File: config.mk
export PLATFORM = sky130hd
export DESIGN_NAME = loop_invariant_monitor
export DESIGN_NICKNAME = d
export VERILOG_FILES = /design/src/rtl/loop_chk_pkg.sv /design/src/rtl/loop_step_checker.sv /design/src/rtl/loop_invariant_monitor.sv
export SDC_FILE = /design/constraint.sdc
export NUM_CORES = 1
export LEC_CHECK = 0
export CAP_MARGIN = 20
export CORE_MARGIN = 3
export CORE_UTILIZATION = 50
export CTS_BUF_LIST = sky130_fd_sc_hd__clkbuf_8 sky130_fd_sc_hd__clkbuf_16
export DETAILED_ROUTE_END_ITERATION = 10
export PLACE_DENSITY = 0.72
export SYNTH_ARGS = -nofsm -noshare
export SYNTH_HDL_FRONTEND = slang
export SYNTH_HIERARCHICAL = 1
export SYNTH_SLANG_ARGS = --single-unit
File: constraint.sdc
create_clock -name clk -period 3.69 [get_ports clk]
set_input_delay 0.738 -clock clk [delete_from_list [all_inputs] [get_ports clk]]
set_output_delay 0.738 -clock clk [all_outputs]
set_load 0.005 [all_outputs]
File: src/rtl/loop_chk_pkg.sv
// Shared types and constants for the counting-loop invariant monitor.
package loop_chk_pkg;

  localparam int W_DEF  = 10;
  localparam int CW_DEF = 16;

  typedef enum logic [1:0] {
    IDLE = 2'd0,
    RUN  = 2'd1,
    DONE = 2'd2,
    FAIL = 2'd3
  } state_e;

  typedef logic [2:0] err_code_t;

  localparam err_code_t ERR_NONE = 3'd0;
  localparam err_code_t ERR_INIT = 3'd1;
  localparam err_code_t ERR_STEP = 3'd2;
  localparam err_code_t ERR_INV  = 3'd3;
  localparam err_code_t ERR_POST = 3'd4;

endpackage

File: src/rtl/loop_step_checker.sv
// Combinational per-sample checks: step rule against the previous sample and
// the loop invariant sn == i-1, all modulo 2^W.
module loop_step_checker
  import loop_chk_pkg::*;
#(
  parameter int W = W_DEF
) (
  input  logic [W-1:0] prev_i,
  input  logic [W-1:0] prev_sn,
  input  logic         prev_sel,
  input  logic [W-1:0] i,
  input  logic [W-1:0] sn,
  output logic         step_ok,
  output logic         inv_ok
);

  logic [W-1:0] i_inc;
  logic [W-1:0] sn_inc;
  logic [W-1:0] i_dec;

  // W-bit sums wrap naturally, so 2^W-1 -> 0 counts as a legal step.
  assign i_inc  = prev_i + W'(1);
  assign sn_inc = prev_sn + W'(1);
  assign i_dec  = i - W'(1);

  always_comb begin
    step_ok = 1'b0;
    if (prev_sel) step_ok = (i == i_inc) && (sn == sn_inc);
    else          step_ok = (i == prev_i) && (sn == prev_sn);
  end

  assign inv_ok = (sn == i_dec);

endmodule

File: src/rtl/loop_invariant_monitor.sv
// Checker for the counting-loop datapath: init, step, invariant and exit
// post-condition, with a sticky first-error code and sample counters.
module loop_invariant_monitor
  import loop_chk_pkg::*;
#(
  parameter int W  = W_DEF,
  parameter int CW = CW_DEF
) (
  input  logic          clk,
  input  logic          rst,
  input  logic          in_valid,
  input  logic          selector,
  input  logic [W-1:0]  i,
  input  logic [W-1:0]  sn,
  input  logic [W-1:0]  n,
  input  logic          done,
  output logic          err,
  output logic [2:0]    err_code,
  output logic          pass,
  output logic [CW-1:0] check_count,
  output logic [CW-1:0] fail_cycle,
  output logic          busy
);

  state_e        state_q, state_d;
  logic [W-1:0]  prev_i_q, prev_i_d;
  logic [W-1:0]  prev_sn_q, prev_sn_d;
  logic          prev_sel_q, prev_sel_d;
  logic          err_q, err_d;
  err_code_t     code_q, code_d;
  logic          pass_q, pass_d;
  logic [CW-1:0] cnt_q, cnt_d;
  logic [CW-1:0] fail_q, fail_d;

  logic          step_ok;
  logic          inv_ok;
  logic [CW-1:0] cnt_inc;
  logic [W-1:0]  post_sn;
  logic          post_ok;

  loop_step_checker #(.W(W)) u_step (
    .prev_i   (prev_i_q),
    .prev_sn  (prev_sn_q),
    .prev_sel (prev_sel_q),
    .i        (i),
    .sn       (sn),
    .step_ok  (step_ok),
    .inv_ok   (inv_ok)
  );

  assign cnt_inc = (cnt_q == {CW{1'b1}}) ? cnt_q : cnt_q + CW'(1);
  // A same-cycle sample supersedes the held one for the exit check.
  assign post_sn = in_valid ? sn : prev_sn_q;
  assign post_ok = (post_sn == n) || (post_sn == '0);

  always_ff @(posedge clk or negedge rst) begin
    if (!rst) begin
      state_q    <= IDLE;
      prev_i_q   <= '0;
      prev_sn_q  <= '0;
      prev_sel_q <= 1'b0;
      err_q      <= 1'b0;
      code_q     <= ERR_NONE;
      pass_q     <= 1'b0;
      cnt_q      <= '0;
      fail_q     <= '0;
    end else begin
      state_q    <= state_d;
      prev_i_q   <= prev_i_d;
      prev_sn_q  <= prev_sn_d;
      prev_sel_q <= prev_sel_d;
      err_q      <= err_d;
      code_q     <= code_d;
      pass_q     <= pass_d;
      cnt_q      <= cnt_d;
      fail_q     <= fail_d;
    end
  end

  always_comb begin
    state_d    = state_q;
    prev_i_d   = prev_i_q;
    prev_sn_d  = prev_sn_q;
    prev_sel_d = prev_sel_q;
    err_d      = err_q;
    code_d     = code_q;
    pass_d     = pass_q;
    cnt_d      = cnt_q;
    fail_d     = fail_q;
    unique case (state_q)
      IDLE: begin
        if (in_valid) begin
          cnt_d = cnt_inc;
          if ((i == W'(1)) && (sn == '0)) begin
            state_d    = RUN;
            prev_i_d   = i;
            prev_sn_d  = sn;
            prev_sel_d = selector;
          end else begin
            state_d = FAIL;
            err_d   = 1'b1;
            code_d  = ERR_INIT;
            fail_d  = cnt_inc;
          end
        end
      end
      RUN: begin
        if (in_valid) begin
          cnt_d      = cnt_inc;
          prev_i_d   = i;
          prev_sn_d  = sn;
          prev_sel_d = selector;
        end
        // Priority: step over invariant over post-condition.
        if (in_valid && !step_ok) begin
          state_d = FAIL;
          err_d   = 1'b1;
          code_d  = ERR_STEP;
          fail_d  = cnt_inc;
        end else if (in_valid && !inv_ok) begin
          state_d = FAIL;
          err_d   = 1'b1;
          code_d  = ERR_INV;
          fail_d  = cnt_inc;
        end else if (done) begin
          if (post_ok) begin
            state_d = DONE;
            pass_d  = 1'b1;
          end else begin
            state_d = FAIL;
            err_d   = 1'b1;
            code_d  = ERR_POST;
            fail_d  = in_valid ? cnt_inc : cnt_q;
          end
        end
      end
      DONE, FAIL: begin
        state_d = state_q;
      end
      default: state_d = IDLE;
    endcase
  end

  always_comb begin
    busy        = (state_q == RUN);
    err         = err_q;
    err_code    = code_q;
    pass        = pass_q;
    check_count = cnt_q;
    fail_cycle  = fail_q;
  end

endmodule

==> qor.csv, run 1 <==
metric;value;unit
area fraction in mux cells;0.1007;
Area Growth Syn to Fin;30.63;%
CP delay by family, top;buffers and inverters;
top-count cell post-synth;nand2_1;
hold crit path type;in -> async;
RSZ-0062 raised after global routing;false;
Fin. Hold Viols;0;
Distinct cells, synth;59;
first-pass GRT wire length;19640;um
crit path capture type;flop;
initial detailed-routing violation count;200;
I/O pins;73;
GP Congestion;0.9729;
# rows;32;
clock latency on the worst-skew pair;0.34;ns
DR DRC count;0;
Slew @ Worst Pin;0.6945;ns
fin. max-slew vios;0;
Most Frequent Cell on Critical Path;nand2_1;
Final Cycle Share;0.9368;
adder share;0.01188;
Crit path buffers/inverters;3;
setup TNS;0;ns
initial antenna violation count;0;
drt pass-1 iters;5;
power per cell area;266.5;mW/mm^2
fin crit period;3.457;ns
Remaining Overflow, GRT;0;
WP data arrival;3.67;ns
CTS root buf;clkbuf_8;
DR WL met3;641;um
Yosys chip area;0.004212;sq mm
ys flop type;dfrtp_1;
# Cells Yosys;472;
CTS buffer count;9;
EDFF count, synth;0;
synthesized netlist net count;511;
FFs w/ async S/R, synth;1.000;
Setup-failing EPs final;0;
Post-Syn Area;0.004212;sq mm
CTS tree;yes;
layout net count;620;
post-CTS setup buffers;0;
met2 routed WL;5468;um
area share, top type;0.3565;
placed inst area;0.005291;sq mm
Worst Skew;0.01387;ns
Crit. Startpoint;i[3];
Final HPWL DP;9004;um
routed len/inst;17.00;um
tool warning count;26;
Synth Area in Compound Gates;0.09002;
DIE AREA;0.009560;sq mm
largest net degree at the start of global routing;32;
total wire length;11690;um
Top logic family;simple AND/OR/NAND/NOR gates;
Post-synth regs;60;
fillers;663;
met1 wire length;5375;um
Die Y;97.78;um
Max Fclk;289.3;MHz
clock transition at the registers of the reported paths;0.07;ns
Design Area, Final;0.005502;sq mm
sequential fraction of the synthesis area;0.3565;
crit path DRT;3.90;ns
fp_density;0.5286;
Synth Warn #;6;
Cell Count, Final, Fillers Out;688;
top cells by instance count after synthesis;84 x nand2_1, 60 x dfrtp_1, 44 x nor2_1;
antenna cells;0;
Die W;97.78;um
Synth Instances;472;
Post-synth area hogs;dfrtp_1 36%, xnor2_1 8.7%, nand2_1 7.5%;
XOR-XNOR Cells, Area Fraction;0.1622;
status;finished clean;
DR vias;3896;
crit path cell chain;clkdlybuf4s50_1 -> buf_4 -> xnor2_1 -> xor2_1 -> nor4_1 -> nand4_1 -> o41ai_4 -> nand2_1 -> nand2_1 -> nand2_1 -> o21ai_2 -> buf_12 -> mux2_1;
Leak;2.517;nW
H-tree levels;3;
and+or+nand+nor area frac;0.2463;
Synth area leader;dfrtp_1;
worst vdd ir;326.9;uV
Core Region;0.007968;sq mm
Critical R2R Launch;prev_sn_q[0];
share of layout cells above drive strength 1;0.1536;
slew margin rel.;0.5370;
Buffers on Ports;72;
clock sinks;60;
number of max-cap violations;0;
WS Path Type;in -> reg;
average size of a mapped cell;8.923;sq um
[run 1: cell families (layout without fill, tap and decap cells)]
| group | Yosys count | after routing |
|---|---|---|
| buffers and inverters | 27 | 141 |
| muxes | 35 | 35 |
| xor gates and xnor gates | 78 | 78 |
| adders and majority gates | 4 | 4 |
| DFF | 60 | 60 |
| AOI/OAI and AO/OA | 52 | 52 |
| and+or+nand+nor | 216 | 216 |
[run 1: layer usage]
metal	global-route usage	vias to the layer above
li1	-	1858
met1	0.3439	1875
met2	0.4022	144
met3	0.05143	19
met4	0.07561	0
met5	0	-
[run 1: what timing repair did]
action	in CTS	in global routing
endpoints found under the setup margin	0	1
hold endpoints to repair	0	0
gates resized	0	1
[run 1: worst paths after layout]
| kind | endpoint | slack, ns | cells after the start |
|---|---|---|---|
| min | prev_i_q[4] | 0.45 | 1 |
| min reg2reg | pass | 0.48 | 1 |
| max in group asynchronous | check_count[15] | 2.53 | 2 |
| max | fail_cycle[13] | 0.23 | 13 |
| max reg2reg | fail_cycle[13] | 0.44 | 13 |
| min in group clk | pass | 0.48 | 1 |
[run 1: metrics by stage]
step / setup WS, ns / utilization / total power, W
floorplan: 0.6410 / - / 0.0007592
global placement: -0.03038 / 0.6641 / 0.0008744
detailed placement: -0.1177 / 0.6641 / 0.0008783
CTS: 0.2469 / 0.6891 / 0.001476
global route: 0.03050 / 0.6905 / 0.001527
finish: 0.2331 / 0.6905 / 0.001466
[run 1: state kept, by name, indices dropped and copies added (netlist names)]
register,flops
prev_i_q,10
fail_cycle,16
err_code,3
state_q,2
pass,1
check_count,16
err,1
prev_sn_q,10
prev_sel_q,1
[run 1: where the power goes]
group,leakage (nW),switching (W),internal [W]
Combinational,1.60,0.000100,0.000103
Clock,0.104,0.000283,0.000315
Sequential,0.812,0.00000333,0.000661
Total,2.52,0.000387,0.00108
[run 1: placed cells by master (no fill, tap or decap), types with 2 or more instances in the layout]
cell,instances
nand3_1,21
nand4_1,10
o21a_1,3
nor3_1,14
inv_1,10
and3_1,3
o31ai_1,2
a31oi_1,3
nor2b_1,3
ha_1,4
and3b_1,2
nor2_1,44
clkdlybuf4s50_1,71
a21oi_1,11
a221oi_1,2
mux2_1,2
xor2_1,36
clkinv_4,3
nor4_1,12
o22ai_1,8
o21ai_0,9
clkbuf_8,9
mux2_2,5
nand2_1,84
nand2b_1,4
mux2i_1,15
xnor2_1,42
or3_1,4
dfrtp_1,60
mux2_4,13
clkinv_2,2
a211oi_1,2
and2_1,2
buf_4,42
[run 1: cell type report]
class	instances	area, sq um	area share
Clock buffer	9	123.9	0.02252
Clock inverter	7	75.07	0.01365
Inverter	10	37.54	0.006823
Multi-Input combinational cell	385	2585	0.4699
Sequential cell	60	1501	0.2729
Tap cell	102	127.6	0.02320
Timing Repair Buffer	115	1051	0.1910
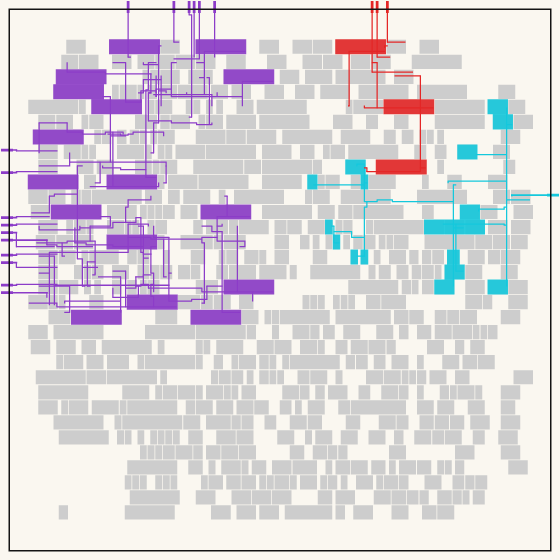
*Port wiring, run 1*
color	port	bits	direction	edge	end cells	buffers	wire
cyan	in_valid	1	input	right	18	2	166 um
red	err_code	3	output	top	3	3	111 um
purple	check_count	16	output	10 left, 6 top	16	16	928 um

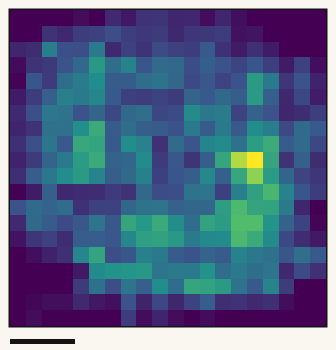
*Wire density map, run 1*
The bar under the picture is 20 um long. 20 x 20 tiles, from dark purple (low) to yellow (high), scaled to the fullest tile. Values are wire area over tile area, all layers added.
densest ninth of the die	right middle
tiles over half the peak	11%
mean over tiles	0.19
fullest tile	0.74

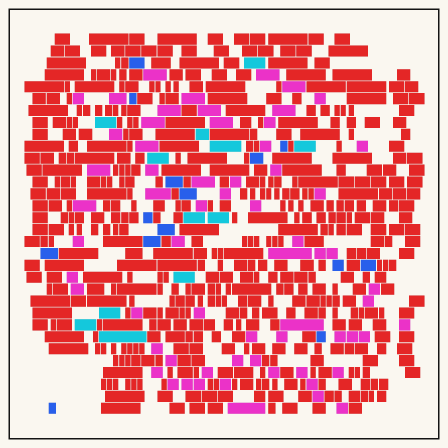
*Cells by drive strength, run 1*
color	size	cells	share
magenta	drive 3 to 4	64	11%
red	drive 1 or less	496	85%
blue	drive 2	14	2.4%
cyan	drive 6 and up	12	2.0%

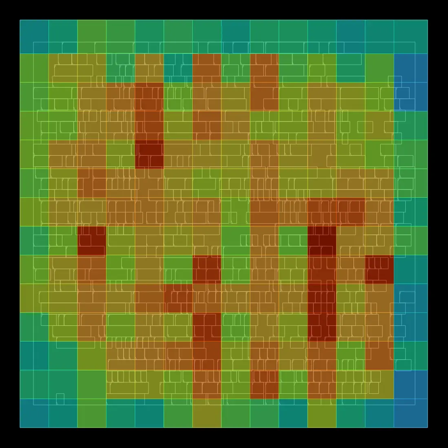
*Routing congestion map, run 1*
met2 Usage GRT: 0.4022
GR peak layer: met2
Total Routing Usage GR: 0.2508

==> run 2, diff against run 1 <==
--- a/config.mk
+++ b/config.mk
@@ -7,10 +7,11 @@
 export LEC_CHECK = 0
 export CAP_MARGIN = 20
 export CORE_MARGIN = 3
-export CORE_UTILIZATION = 50
+export CORE_UTILIZATION = 49
 export CTS_BUF_LIST = sky130_fd_sc_hd__clkbuf_8 sky130_fd_sc_hd__clkbuf_16
+export CTS_CLUSTER_SIZE = 10
 export DETAILED_ROUTE_END_ITERATION = 10
-export PLACE_DENSITY = 0.72
+export PLACE_DENSITY = 0.74
 export SYNTH_ARGS = -nofsm -noshare
 export SYNTH_HDL_FRONTEND = slang
 export SYNTH_HIERARCHICAL = 1
==> constraint.sdc (replaced) <==
create_clock -name clk -period 3 [get_ports clk]
set_input_delay 0.6 -clock clk [delete_from_list [all_inputs] [get_ports clk]]
set_output_delay 0.6 -clock clk [all_outputs]
set_load 0.005 [all_outputs]
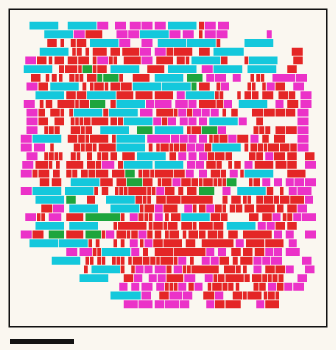
*Placement by cell class, run 2*
The bar under the picture is 20 um long.
color	class	cells	share of their area
cyan	flip-flops	60	25%
red	all other logic	395	47%
magenta	other buffers and delay cells	173	25%
green	clock drivers and dummy loads	16	3.3%

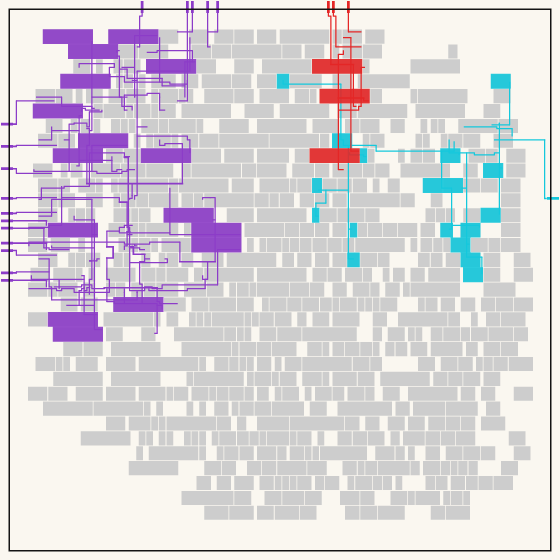
*Port wiring, run 2*
color	port	bits	direction	edge	end cells	buffers	wire
red	err_code	3	output	top	3	3	105 um
purple	check_count	16	output	11 left, 5 top	16	16	936 um
cyan	in_valid	1	input	right	18	3	205 um
Buffers on Ports: 72
I/O pins: 73

==> qor.csv, run 2 <==
metric;value;unit
Sw Pwr;0.0005087;W
CTS tree;yes;
crit path cell chain;dlygate4sd2_1 -> xnor2_2 -> xnor2_1 -> a31oi_1 -> o31ai_2 -> a21oi_2 -> o41ai_4 -> buf_4 -> nand3_2 -> nand2_2 -> buf_4 -> buf_4 -> buf_4 -> buf_4 -> buf_4 -> buf_4 -> a32oi_2;
DIE AREA;0.009744;sq mm
Yosys chip area;0.004212;sq mm
sequential share of power;0.439;
Die W;98.71;um
number of max-cap violations;0;
fin crit period;3.085;ns
share of layout cells above drive strength 1;0.2904;
clock transition at the registers of the reported paths;0.08;ns
Synth Warn #;6;
Slew @ Worst Pin;0.7527;ns
combinational power share;0.159;
Top Layout Cells;92 x buf_4, 80 x nand2_1, 58 x dfrtp_1;
DR vias;4336;
Final HPWL DP;9383;um
Synth area leader;dfrtp_1;
Pint;0.001355;W
fp_density;0.5075;
total wire length;13780;um
hold crit path type;in -> async;
Distinct cells, synth;59;
CTS buffer count;9;
DR DRC count;0;
fin. max-slew vios;0;
FFs w/ async S/R, synth;1.000;
Area Growth Syn to Fin;47.65;%
worst vdd ir;377.6;uV
H-tree levels;3;
RSZ-0062 raised after global routing;true;
Max Fclk;324.1;MHz
synthesized netlist net count;511;
slowest CP cell;o41ai_4;
tool warning count;28;
layout net count;678;
# rows;33;
first-pass GRT wire length;21420;um
WP data arrival;3.31;ns
average size of a mapped cell;8.923;sq um
Total Routing Usage GR;0.2729;
top cells by instance count after synthesis;84 x nand2_1, 60 x dfrtp_1, 44 x nor2_1;
power per cell area;299.7;mW/mm^2
Core Region;0.008299;sq mm
antenna cells;0;
initial antenna violation count;0;
Sw Share;0.2730;
Post-synth regs;60;
Fin. Hold Viols;0;
Post-Syn Area;0.004212;sq mm
WS Path Type;in -> reg;
top-count cell post-synth;nand2_1;
routed len/inst;18.39;um
sequential fraction of the synthesis area;0.3565;
antenna-violating nets left;0;
initial detailed-routing violation count;250;
drt pass-1 iters;5;
clock sinks;60;
Post-synth area hogs;dfrtp_1 36%, xnor2_1 8.7%, nand2_1 7.5%;
startpoint types;input port;
Core Util, Final;0.7493;
crit path capture type;flop;
Remaining Overflow, GRT;0;
total power;0.001863;W
final worst slack;-0.08544;ns
Synth Instances;472;
GP Congestion;0.9537;
largest net degree at the start of global routing;36;
clock power share;0.403;
Leak;2.949;nW
Die Y;98.71;um
failing checks;negative setup slack;
maximum fanout along the worst path;3;
pre-CTS setup slack;-0.6483;ns
crit path DRT;3.22;ns
EDFF count, synth;0;
status;finished with violations;
Most Frequent Cell on Critical Path;buf_4;
area share, top type;0.3565;
Setup-failing EPs final;17;
Final Cycle Share;1.028;
# Cells Yosys;472;
clock latency on the worst-skew pair;0.35;ns
[run 2: cell types whose count changed in the layout (fill, tap and decap cells not counted), moves of 4 or more]
cell             before  now
buf_4                42   92
clkdlybuf4s50_1      71   55
dlygate4sd2_1         0    9
buf_6                 0    6
dlymetal6s2s_1        0    6
xnor2_1              42   36
xnor2_2               0    5
nand2_1              84   80
nand2_2               0    4
xor2_1               36   32
xor2_2                0    4
[run 2: final cells by class]
class,count,area (sq um)
clock buffers,9,123.9
well taps,105,131.4
flip-flops and latches,60,1504
inverters,10,37.54
clock inverters,7,75.07
repair buffers,173,1533
fillers,559,2081
multi-input cells,385,2814
[run 2: what timing repair did]
item,CTS,global route
gates cloned,1,0
setup buffers,20,7
gates resized,40,35
setup endpoints to repair,20,22
pin swaps,20,22
[run 2: final timing paths]
| kind | start | end | slack, ns | cells after the start |
|---|---|---|---|---|
| worst max-delay path | i[9] | state_q[1] | -0.09 | 17 |
| worst min-delay path | rst | prev_sn_q[9] | 0.30 | 1 |
| worst max register to register | prev_i_q[0] | state_q[1] | -0.06 | 17 |
| worst min register to register | err | err | 0.49 | 1 |
| max in group asynchronous | rst | check_count[10] | 1.95 | 2 |
| min in group clk | err | err | 0.49 | 1 |
[run 2: cell families after synthesis]
logic type                 Yosys count  synth area share
AOI/OAI and AO/OA                   52           0.09002
xor gates and xnor gates            78            0.1622
adders and majority gates            4           0.01188
buffers and inverters               27           0.03238
DFF                                 60            0.3565
muxes                               35            0.1007
and+or+nand+nor                    216            0.2463
[run 2: per-layer routing]
metal | vias to the layer above | track usage | wire [um]
li1 | 1982 | - | -
met1 | 2063 | 0.3582 | 5614
met2 | 242 | 0.4561 | 6733
met3 | 49 | 0.04742 | 961
met4 | 0 | 0.09559 | 465
met5 | - | 0 | 0
[run 2: stage by stage]
step,cells,instance area (sq um),TNS [ns]
after floorplan,472,4212,0
after global placement,707,5548,-10.04
after detailed placement,707,5548,-12.01
after CTS,743,6013,-0.8902
after global routing,749,6218,-2.358
final,749,6218,-1.084
[run 2: critical path: cells and delay by family]
kind / cells / cell delay [ns]
XOR/XNOR: 2 / 0.46
buffers and inverters: 8 / 1.07
AND-OR/OR-AND: 5 / 0.97
AND/OR/NAND/NOR: 2 / 0.20
[run 2: power by group through the flow]
| stage | clock network (W) | logic (W) | registers (W) |
|---|---|---|---|
| after CTS | 0.000749 | 0.000282 | 0.000817 |
| after detailed placement | 0 | 0.000270 | 0.000833 |
| after floorplan | 0 | 0.000101 | 0.000833 |
| after global routing | 0.000790 | 0.000316 | 0.000818 |
| final | 0.000750 | 0.000296 | 0.000817 |
| after global placement | 0 | 0.000265 | 0.000833 |
No activity file was given, so power comes from the tool's default toggle rates.
